==> config.mk <==
export PLATFORM = sky130hd
export DESIGN_NAME = sa2_conv_sched
export DESIGN_NICKNAME = d
export VERILOG_FILES = /design/src/rtl/sa2_conv_sched.sv
export SDC_FILE = /design/constraint.sdc
export NUM_CORES = 1
export LEC_CHECK = 0
export CORE_AREA = 2 2 263 265
export DETAILED_ROUTE_END_ITERATION = 7
export DIE_AREA = 0 0 265 267
export PLACE_DENSITY = 0.45
export SETUP_SLACK_MARGIN = 0.02
export SLEW_MARGIN = 30
export SYNTH_ARGS = -nofsm -noshare
export SYNTH_HDL_FRONTEND = slang
export SYNTH_SLANG_ARGS = --single-unit
==> constraint.sdc <==
create_clock -name clk -period 4.7 [get_ports clk]
set_input_delay 0.705 -clock clk [delete_from_list [all_inputs] [get_ports clk]]
set_output_delay 0.705 -clock clk [all_outputs]
set_load 0.02 [all_outputs]
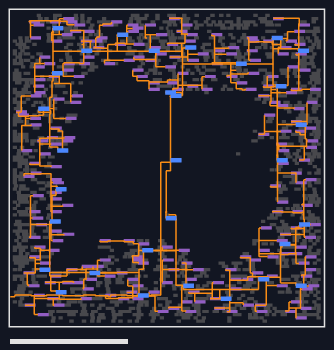
Figure 1: run 1, clock wires, drivers and flops.
Scale bar: 100 um.
[orange] clock wires | length: 4,400 um
[blue] cells driving clock nets | count: 31
[purple] flip-flops | count: 239
routed clock nets: 32
Latency at later pin: 570 ps
Clock Power: 2370 uW
Clock Power Share: 17.3%
Setup Skew: 7.62 ps

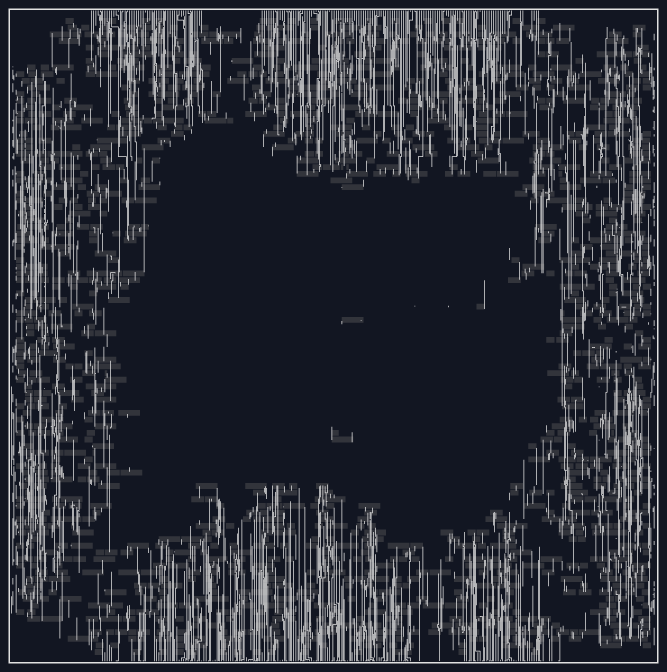
Figure 2: run 1, metal 2.
nets with wire on the layer: 1,655
longest straight run: 102 um
main direction: vertical
drt total wl: 43.5 mm
detailed-route via count: 8,695
GR Layer Usage met2: 21.5%

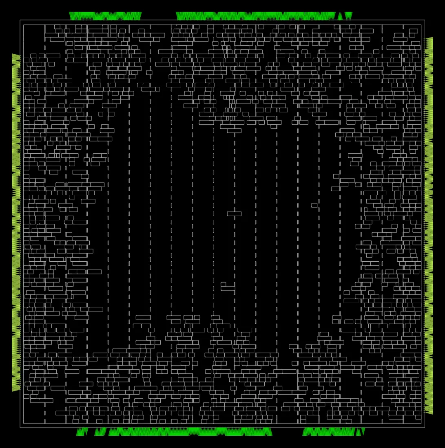
Figure 3: run 1, cell outlines without signal wires.
fill cell count: 6,688
seq_cells: 239
proportion of cell area occupied by registers: 28.0%

==> Slide: Implementation Results, run 1 <==
Synthesis and Place & Route Summary

Run status
  • Status: finished, final reports clean

Layout
  • Ant diodes: 1
  • Syn-to-layout area delta: 64.8%
  • Non-Filler Instances: 2,311
  • Clk tree area frac: 4.68%
  • Largest class: buffers
  • Buffers, non-clock: 684

Power and ir drop
  • Comb power: 7580 uW

Yosys
  • Adder Share, Synth: 0%
  • Yosys simple share: 0.385%
  • Area contributors post-synth: dfrtp_1 (46%), mux2_4 (44%), mux2_2 (4.7%)

Setup path
  • Slowest-stage cell, CP: clkdlybuf4s50_1
  • Max stage delay on crit path: 680 ps
  • Crit path buf inv count: 3
  • Critical Path Fanout Max: 33
  • Critical Path Start Type: input pin
  • Reg-to-reg slack, setup: 2400 ps

Place
  • PortBufs: 675
  • Global placement routability congestion: 0.747

CTS
  • TritonCTS clock tree: built

Routing
  • DRT iter0 DRCs: 304
==> run 1: cells in the final DEF, fill, tap and decap left out <==
cell	netlist	layout
buf_12	20	5
buf_8	1	1
clkdlybuf4s50_1	0	674
nand2_1	3	3
o21a_4	0	1
buf_4	20	3
nand3_1	1	1
diode_2	0	1
clkbuf_8	0	8
o21ai_0	3	3
inv_6	0	1
dfstp_2	1	1
dlygate4sd3_1	0	1
mux2_4	378	378
clkinv_2	0	4
clkbuf_1	1	7
and3_1	2	2
conb_1	1	1
clkbuf_16	0	31
bufinv_16	0	2
nor2_1	2	2
nand2b_1	1	1
a21oi_1	1	1
mux2_2	54	54
a21bo_4	1	1
nand3b_1	1	1
a31oi_1	1	1
a21boi_0	1	1
dfrtp_1	238	238
a22o_1	1	1
==> run 1 -> run 2 <==
PLACE_DENSITY = 0.46   (was 0.45)
clock period = 2.95 ns   (was 4.7 ns; I/O delays follow)
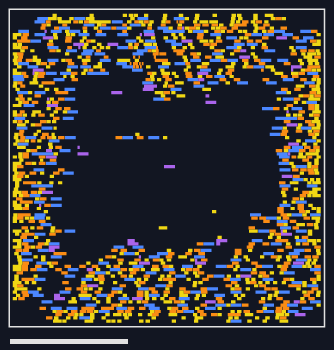
Figure 4: run 2, placed cells, one colour a class.
Scale bar: 100 um.
| colour | class | cells | share of their area |
|---|---|---|---|
| blue | flip-flops | 239 | 29% |
| purple | clock drivers and dummy loads | 59 | 5.2% |
| yellow | other buffers and delay cells | 694 | 34% |
| orange | all other logic | 452 | 31% |
Final Cell Area: 0.0216 mm^2
post-layout util: 31.8%
proportion of cell area occupied by registers: 27.7%
FP Rows: 96

==> run 2 against run 1 <==
Compared with the run above:
- worst hold slack lost 170 ps
- final cell count grew 0.65%
- clock power grew about 70%
- total power grew 62%
- via count grew 1.1%
- global-route usage grew 0.60 points
- synthesized cell count is the same
- clock skew grew 8.1 ps
- register-to-register slack lost 1800 ps
- critical endpoint unchanged
==> Slide: Implementation Results, run 2 <==
Synthesis and Place & Route Summary

Run status
  • Status: finished, final reports clean

Place
  • PortBufs: 675
  • Global placement routability congestion: 0.751

Floorplanning
  • # IOs: 677
  • Die span in x: 265 um

Power and ir drop
  • Comb power: 12,200 uW
  • P_leak: 0.00949 uW
  • Internal power: 14,400 uW
  • Clock Power: 4020 uW
  • Sw frac: 35.1%
  • Clock Power Share: 18.1%
  • Seq pwr share: 27.0%

Global routing
  • Met3 Use GR: 4.46%
  • Vias in the first global route: 9,891
  • Gr busiest metal: met2
  • Initial antenna violation count: 1

Yosys
  • Syn Inst Count: 739
  • YS chip area: 0.0130 mm^2
  • Area contributors post-synth: dfrtp_1 (46%), mux2_4 (44%), mux2_2 (4.7%)
  • Area leader share: 45.9%
  • Most frequent cell after synthesis: mux2_4
  • Seq cells post-synth: 239
  • Number of flops mapped to enable cells by yosys: 0

CTS
  • TritonCTS clock tree: built
  • Latency at later pin: 540 ps

Routing
  • Wire length per cell: 19.5 um
  • DRT iter0 DRCs: 243

Layout
  • Most frequent cells in the layout: clkdlybuf4s50_1 (674), mux2_4 (378), dfrtp_1 (238)
  • Ant diodes: 0
  • Fill cell count: 6,737
  • Non-Filler Instances: 2,326
  • Top cell excl fill/tap: clkdlybuf4s50_1
  • Syn-to-layout area delta: 66.5%

Setup path
  • Worst endpoint required time: 2510 ps
  • Slowest-stage cell, CP: clkdlybuf4s50_1
  • Critical Path Start Type: flop
  • Max stage delay on crit path: 640 ps
  • Critical Path Fanout Max: 6
  • Reg-to-reg slack, setup: 610 ps

Timing
  • Slew headroom: 44.2%
  • Setup Skew: 15.8 ps
  • Slew Limit Fails: 0

Run
  • Log Warnings: 28
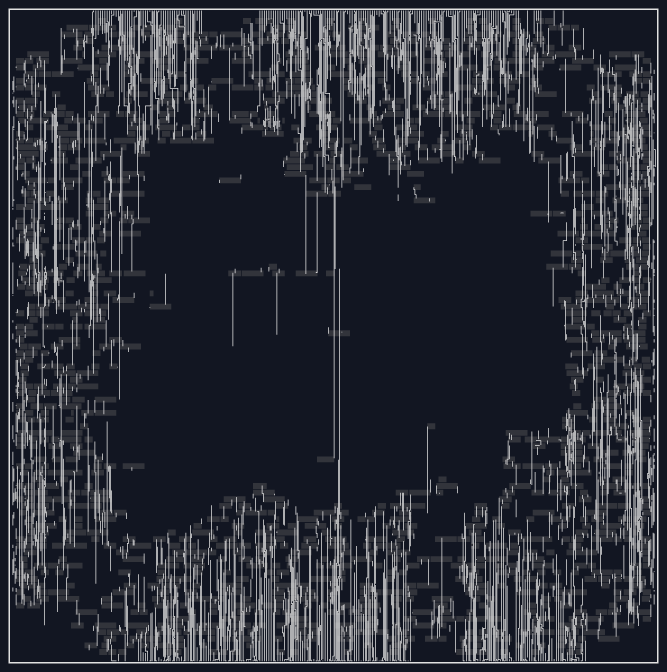
Figure 5: run 2, metal 2.
share of all routed wire: 51%
longest straight run: 124 um
nets with wire on the layer: 1,676
GR Layer Usage met2: 22.0%
drt total wl: 45.3 mm
detailed-route via count: 8,789

[run 2: cell counts after synthesis]
Identical to the previous run, type by type.
[run 2: cell families after synthesis]
kind of cell,after synthesis,share of synthesized area [%]
muxes,432,48.4
DFF,239,46.1
buffers and inverters,48,4.62
and+or+nand+nor,10,0.385
AOI/OAI and AO/OA,9,0.511
other,1,0.0289
[run 2: cell type report]
class                           instances  share of cell area [%]
Multi-Input combinational cell        452                    29.7
Sequential cell                       239                    27.7
Tap cell                              882                    5.10
Timing Repair Buffer                  694                    32.6
Clock inverter                         10                   0.434
Clock buffer                           49                    4.52
[run 2: critical path: cells and delay by family, from the launching register on]
family | cells | cell delay (ps)
flip-flops | 1 | 390
AND/OR/NAND/NOR | 2 | 490
buffers and inverters | 1 | 640
AND-OR/OR-AND | 1 | 220
Power is estimated from default activity; no workload was simulated.
